<file path="src/rtl/enc_pkg.sv">
// Shared definitions for the instruction-memory XOR cipher (loader and fetch side).
// Holds the loader state encoding, key-index geometry and word size, plus a
// word-alignment helper.
package enc_pkg;

   localparam int unsigned ADDR_W      = 32;
   localparam int unsigned DATA_W      = 32;
   localparam int unsigned WORD_BYTES  = 4;
   // Key ROM index is taken from address bits [KEY_IDX_LSB +: KEY_IDX_W]
   localparam int unsigned KEY_IDX_LSB = 4;
   localparam int unsigned KEY_IDX_W   = 4;

   typedef enum logic [2:0] {
      ST_IDLE   = 3'd0,
      ST_LOAD   = 3'd1,
      ST_LDRAIN = 3'd2,
      ST_VERIFY = 3'd3,
      ST_VDRAIN = 3'd4,
      ST_DONE   = 3'd5
   } state_e;

   // Clear the byte-offset bits of an address
   function automatic logic [ADDR_W-1:0] word_align(input logic [ADDR_W-1:0] addr);
      return addr & ~ADDR_W'(WORD_BYTES - 1);
   endfunction

endpackage

</file>
<file path="src/rtl/imem_encrypt_loader_if.sv">
// Plaintext stream, key ROM port and instruction-memory port of the loader.
//   in_valid_i/in_data_i/in_ready_o : plaintext word stream
//   key_addr_o/key_data_i           : key ROM index and data (1-cycle latency)
//   imem_*                          : instruction-memory write/read port
// master = loader side, slave = stream source / memory / key ROM side.
interface imem_encrypt_loader_if;
   import enc_pkg::*;

   logic                 in_valid_i;
   logic [DATA_W-1:0]    in_data_i;
   logic                 in_ready_o;
   logic [KEY_IDX_W-1:0] key_addr_o;
   logic [DATA_W-1:0]    key_data_i;
   logic                 imem_we_o;
   logic                 imem_re_o;
   logic [ADDR_W-1:0]    imem_addr_o;
   logic [DATA_W-1:0]    imem_wdata_o;
   logic [DATA_W-1:0]    imem_rdata_i;

   modport master (
      input  in_valid_i, in_data_i, key_data_i, imem_rdata_i,
      output in_ready_o, key_addr_o, imem_we_o, imem_re_o, imem_addr_o, imem_wdata_o
   );

   modport slave (
      output in_valid_i, in_data_i, key_data_i, imem_rdata_i,
      input  in_ready_o, key_addr_o, imem_we_o, imem_re_o, imem_addr_o, imem_wdata_o
   );

endinterface

</file>
<file path="src/rtl/enc_checksum.sv">
// XOR accumulator used for the load-side and readback-side checksums.
//   clk_i, rst_i : clock, synchronous active-high reset
//   clr          : zero the accumulator (wins over en)
//   en           : fold din into the accumulator
//   din          : word to accumulate
//   sum          : registered running XOR
module enc_checksum
   import enc_pkg::*;
#(
   parameter int unsigned W = DATA_W
) (
   input  logic         clk_i,
   input  logic         rst_i,
   input  logic         clr,
   input  logic         en,
   input  logic [W-1:0] din,
   output logic [W-1:0] sum
);

   always_ff @(posedge clk_i) begin
      if (rst_i || clr) begin
         sum <= '0;
      end else if (en) begin
         sum <= sum ^ din;
      end
   end

endmodule

</file>
<file path="src/rtl/imem_encrypt_loader.sv">
// Encrypting program loader: writes plaintext ^ key[addr[7:4]] into instruction
// memory, optionally reads the image back and compares XOR checksums.
//   clk_i, rst_i  : clock, synchronous active-high reset
//   start_i       : begin a load (IDLE only), with base_addr_i and n_words_i
//   bus           : plaintext stream, key ROM and instruction-memory port
//   busy_o        : not IDLE
//   done_o        : one-cycle end-of-load pulse
//   pass_o        : verify result, held until the next accepted start
module imem_encrypt_loader
   import enc_pkg::*;
#(
   parameter int unsigned CNT_W     = 16,
   parameter int unsigned VERIFY_EN = 1
) (
   input  logic                  clk_i,
   input  logic                  rst_i,
   input  logic                  start_i,
   input  logic [ADDR_W-1:0]     base_addr_i,
   input  logic [CNT_W-1:0]      n_words_i,
   imem_encrypt_loader_if.master bus,
   output logic                  busy_o,
   output logic                  done_o,
   output logic                  pass_o
);

   state_e state_q, state_d;

   logic [ADDR_W-1:0] addr_q;
   logic [ADDR_W-1:0] base_q;
   logic [ADDR_W-1:0] wr_addr_q;
   logic [CNT_W-1:0]  n_q;
   logic [CNT_W-1:0]  cnt_q;
   logic [DATA_W-1:0] pt_q;
   logic              wr_pend_q;
   logic              rd_pend_q;
   logic              pass_q;

   logic              start_c;
   logic              ready_c;
   logic              accept_c;
   logic              read_c;
   logic              last_c;
   logic [DATA_W-1:0] rd_word_c;
   logic [DATA_W-1:0] sum_a;
   logic [DATA_W-1:0] sum_b;

   // Readback word decrypted with the key for the address read last cycle
   assign rd_word_c = bus.imem_rdata_i ^ bus.key_data_i;

   // State register
   always_ff @(posedge clk_i) begin
      if (rst_i) begin
         state_q <= ST_IDLE;
      end else begin
         state_q <= state_d;
      end
   end

   // Next-state and per-cycle control
   always_comb begin
      state_d  = state_q;
      start_c  = 1'b0;
      ready_c  = 1'b0;
      accept_c = 1'b0;
      read_c   = 1'b0;
      // Shared by LOAD (handshakes) and VERIFY (reads): this one is the n-th
      last_c   = (cnt_q + CNT_W'(1)) == n_q;
      case (state_q)
         ST_IDLE: begin
            if (start_i) begin
               start_c = 1'b1;
               state_d = (n_words_i == '0) ? ST_DONE : ST_LOAD;
            end
         end
         ST_LOAD: begin
            ready_c  = cnt_q < n_q;
            accept_c = ready_c & bus.in_valid_i;
            if (accept_c && last_c) begin
               state_d = ST_LDRAIN;
            end
         end
         ST_LDRAIN: begin
            state_d = (VERIFY_EN != 0) ? ST_VERIFY : ST_DONE;
         end
         ST_VERIFY: begin
            read_c = 1'b1;
            if (last_c) begin
               state_d = ST_VDRAIN;
            end
         end
         ST_VDRAIN: begin
            state_d = ST_DONE;
         end
         ST_DONE: begin
            state_d = ST_IDLE;
         end
         default: begin
            state_d = ST_IDLE;
         end
      endcase
   end

   // Address/count/plaintext pipeline and verify result
   always_ff @(posedge clk_i) begin
      if (rst_i) begin
         addr_q    <= '0;
         base_q    <= '0;
         wr_addr_q <= '0;
         n_q       <= '0;
         cnt_q     <= '0;
         pt_q      <= '0;
         wr_pend_q <= 1'b0;
         rd_pend_q <= 1'b0;
         pass_q    <= 1'b0;
      end else begin
         wr_pend_q <= accept_c;
         rd_pend_q <= read_c;
         if (accept_c) begin
            pt_q      <= bus.in_data_i;
            wr_addr_q <= addr_q;
         end
         // Address wraps modulo 2^32; the key index follows the wrapped value
         if (accept_c || read_c) begin
            addr_q <= addr_q + ADDR_W'(WORD_BYTES);
            cnt_q  <= cnt_q + CNT_W'(1);
         end
         case (state_q)
            ST_IDLE: begin
               if (start_c) begin
                  base_q <= word_align(base_addr_i);
                  addr_q <= word_align(base_addr_i);
                  n_q    <= n_words_i;
                  cnt_q  <= '0;
                  // An empty load trivially passes
                  pass_q <= (n_words_i == '0);
               end
            end
            ST_LDRAIN: begin
               addr_q <= base_q;
               cnt_q  <= '0;
               if (VERIFY_EN == 0) begin
                  pass_q <= 1'b1;
               end
            end
            ST_VDRAIN: begin
               // Include the final read, which lands this cycle
               pass_q <= (sum_a == (sum_b ^ rd_word_c));
            end
            default: begin
            end
         endcase
      end
   end

   // Plaintext checksum
   enc_checksum #(.W(DATA_W)) u_sum_a (
      .clk_i (clk_i),
      .rst_i (rst_i),
      .clr   (start_c),
      .en    (accept_c),
      .din   (bus.in_data_i),
      .sum   (sum_a)
   );

   // Decrypted readback checksum
   enc_checksum #(.W(DATA_W)) u_sum_b (
      .clk_i (clk_i),
      .rst_i (rst_i),
      .clr   (start_c),
      .en    (rd_pend_q),
      .din   (rd_word_c),
      .sum   (sum_b)
   );

   // Key data arrives one cycle after key_addr, matching the write of a
   // word registered on the previous handshake and the read issued last cycle
   assign bus.in_ready_o   = ready_c;
   assign bus.key_addr_o   = addr_q[KEY_IDX_LSB +: KEY_IDX_W];
   assign bus.imem_we_o    = wr_pend_q;
   assign bus.imem_re_o    = read_c;
   assign bus.imem_addr_o  = wr_pend_q ? wr_addr_q : (read_c ? addr_q : '0);
   assign bus.imem_wdata_o = wr_pend_q ? (pt_q ^ bus.key_data_i) : '0;

   assign busy_o = (state_q != ST_IDLE);
   assign done_o = (state_q == ST_DONE);
   assign pass_o = pass_q;

endmodule
</file>
<file path="src/flat_wrapper.sv">
// flat-port wrapper written by rule: the top's interface ports become plain ports
module imem_encrypt_loader_flat import enc_pkg::*;
#(
   parameter int unsigned CNT_W     = 16,
   parameter int unsigned VERIFY_EN = 1
)
  (clk_i, rst_i, start_i, base_addr_i, n_words_i, busy_o, done_o, pass_o, bus_in_valid_i, bus_in_data_i, bus_key_data_i, bus_imem_rdata_i, bus_in_ready_o, bus_key_addr_o, bus_imem_we_o, bus_imem_re_o, bus_imem_addr_o, bus_imem_wdata_o);
  imem_encrypt_loader_if bus_i ();
  input  logic clk_i;
  input  logic rst_i;
  input  logic start_i;
  input  logic [ADDR_W-1:0] base_addr_i;
  input  logic [CNT_W-1:0] n_words_i;
  output logic busy_o;
  output logic done_o;
  output logic pass_o;
  input wire logic [$bits(bus_i.in_valid_i)-1:0] bus_in_valid_i;
  input wire logic [$bits(bus_i.in_data_i)-1:0] bus_in_data_i;
  input wire logic [$bits(bus_i.key_data_i)-1:0] bus_key_data_i;
  input wire logic [$bits(bus_i.imem_rdata_i)-1:0] bus_imem_rdata_i;
  output wire logic [$bits(bus_i.in_ready_o)-1:0] bus_in_ready_o;
  output wire logic [$bits(bus_i.key_addr_o)-1:0] bus_key_addr_o;
  output wire logic [$bits(bus_i.imem_we_o)-1:0] bus_imem_we_o;
  output wire logic [$bits(bus_i.imem_re_o)-1:0] bus_imem_re_o;
  output wire logic [$bits(bus_i.imem_addr_o)-1:0] bus_imem_addr_o;
  output wire logic [$bits(bus_i.imem_wdata_o)-1:0] bus_imem_wdata_o;
  assign bus_i.in_valid_i = bus_in_valid_i;
  assign bus_i.in_data_i = bus_in_data_i;
  assign bus_i.key_data_i = bus_key_data_i;
  assign bus_i.imem_rdata_i = bus_imem_rdata_i;
  assign bus_in_ready_o = bus_i.in_ready_o;
  assign bus_key_addr_o = bus_i.key_addr_o;
  assign bus_imem_we_o = bus_i.imem_we_o;
  assign bus_imem_re_o = bus_i.imem_re_o;
  assign bus_imem_addr_o = bus_i.imem_addr_o;
  assign bus_imem_wdata_o = bus_i.imem_wdata_o;
  imem_encrypt_loader #(.CNT_W(CNT_W), .VERIFY_EN(VERIFY_EN)) u_core (.clk_i(clk_i), .rst_i(rst_i), .start_i(start_i), .base_addr_i(base_addr_i), .n_words_i(n_words_i), .bus(bus_i), .busy_o(busy_o), .done_o(done_o), .pass_o(pass_o));
endmodule
</file>
<file path="config.mk">
export PLATFORM = sky130hd
export DESIGN_NAME = imem_encrypt_loader_flat
export DESIGN_NICKNAME = d
export VERILOG_FILES = /design/src/rtl/enc_pkg.sv /design/src/rtl/imem_encrypt_loader_if.sv /design/src/rtl/enc_checksum.sv /design/src/rtl/imem_encrypt_loader.sv /design/src/flat_wrapper.sv
export SDC_FILE = /design/constraint.sdc
export NUM_CORES = 1
export LEC_CHECK = 0
export CORE_MARGIN = 3
export CORE_UTILIZATION = 39
export DETAILED_ROUTE_END_ITERATION = 8
export SLEW_MARGIN = 0
export SYNTH_ARGS = -nofsm -noshare
export SYNTH_HDL_FRONTEND = slang
export SYNTH_SLANG_ARGS = --single-unit
</file>
<file path="constraint.sdc">
create_clock -name clk_i -period 7.2 [get_ports clk_i]
set_clock_uncertainty 0.15 [all_clocks]
set_input_delay 0.72 -clock clk_i [delete_from_list [all_inputs] [get_ports clk_i]]
set_output_delay 0.72 -clock clk_i [all_outputs]
set_load 0.02 [all_outputs]
</file>
### I/O pins on the die edge

Scale bar: 50 µm. Pins as bars across the die edge, other pins in grey.
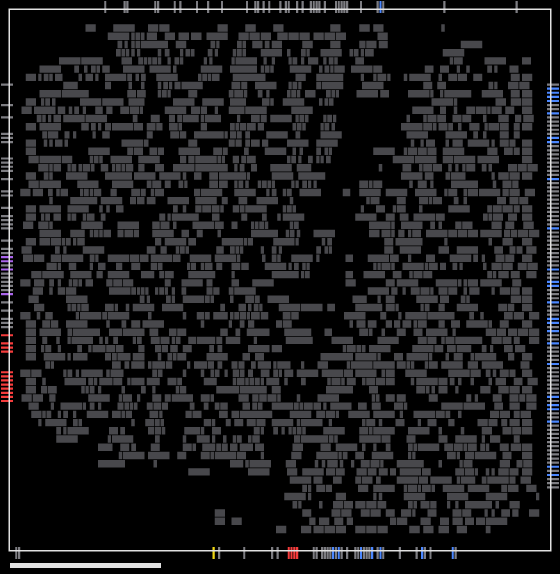
- purple: `bus_key_addr_o` (pins 4; direction output; edge left)
- yellow: `bus_in_valid_i` (pins 1; direction input; edge bottom)
- blue: `bus_imem_rdata_i` (pins 32; direction input; edge 24 right, 7 bottom, 1 top)
- red: `n_words_i` (pins 16; direction input; edge 12 left, 4 bottom)

### A small window of the routed layout

Scale bar: 20 µm. Window x 64 to 114, y 100 to 150 µm. Cells in grey, sequential cells in the stronger grey; small squares are vias.
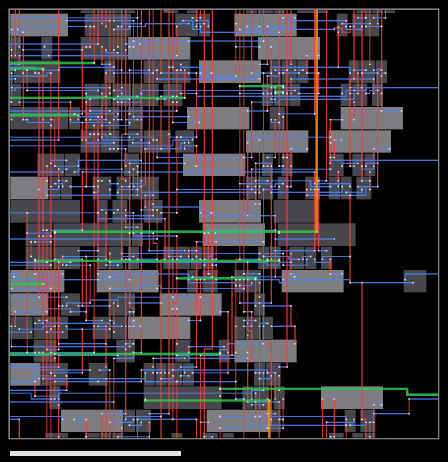
- red: metal 2
- blue: metal 1
- green: metal 3
- orange: metal 4
- netlist names of flops here include: `u_core.wr_addr_q` (13), `u_core.addr_q` (10)
- cells with their middle in the window: 146
- most frequent: nand2_1 (51), dfxtp_1 (23), a21oi_1 (15)
- sequential cells in the window: 23

==> results.py <==
# Auto-generated metrics
metrics = {
    "run_status": {
        "outcome": "finished, final reports clean",
    },
    "synthesis": {
        "area_share_of_the_largest_cell_type_after_synthesis": 0.386,
        "yosysTopAreaCell": "dfxtp_1",
        "mux_share": 0.000861,
        "synth.comb.largest_family": "simple AND/OR/NAND/NOR gates",
        "synthCells": 1460,
    },
    "place": {
        "placed_area_um2": 13900,
        "io_buffers": 217,
        "gp_congestion": 0.877,
    },
    "global_routing": {
        "grt_max_degree": 78,
        "gr-usage-all-layers": 0.198,
    },
    "cells_and_area": {
        "flops": 224,
        "comb.multi_input.count": 1106,
        "layout.buffer.nonclock.area_share": 0.151,
        "final_cell_utilization_of_the_core": 0.513,
        "final_layout_size_suffix_gt1_frac": 0.0472,
        "comb-cell-share": 0.444,
        "clockBufferCount": 39,
        "design.final.nets": 1777,
    },
    "sta": {
        "setup_repair_after_global_routing_missed_its_margin": "false",
        "timing.max_slew.rel_slack": 0.306,
        "final_hold_vio_count": 0,
        "worst_tran_pin_value_ns": 1.04,
    },
    "setup_path": {
        "cp.required_ns": 6.33,
        "setup_crit_start": "u_core.state_q[1]",
        "cp.depth": 6,
        "setup.worst_path.end": "bus_imem_addr_o[9]",
    },
    "pwr": {
        "power_density_nw_per_um2": 212,
        "seq_cell_power_mw": 1.33,
        "power.internal_mw": 2.38,
    },
    "clock_tree": {
        "cts_tree": "done",
        "clk-insertion-delay-late_ns": 0.53,
    },
    "hold_path": {
        "min_to": "u_core.wr_addr_q[9]",
    },
}
Power and IR drop assume default switching activity.
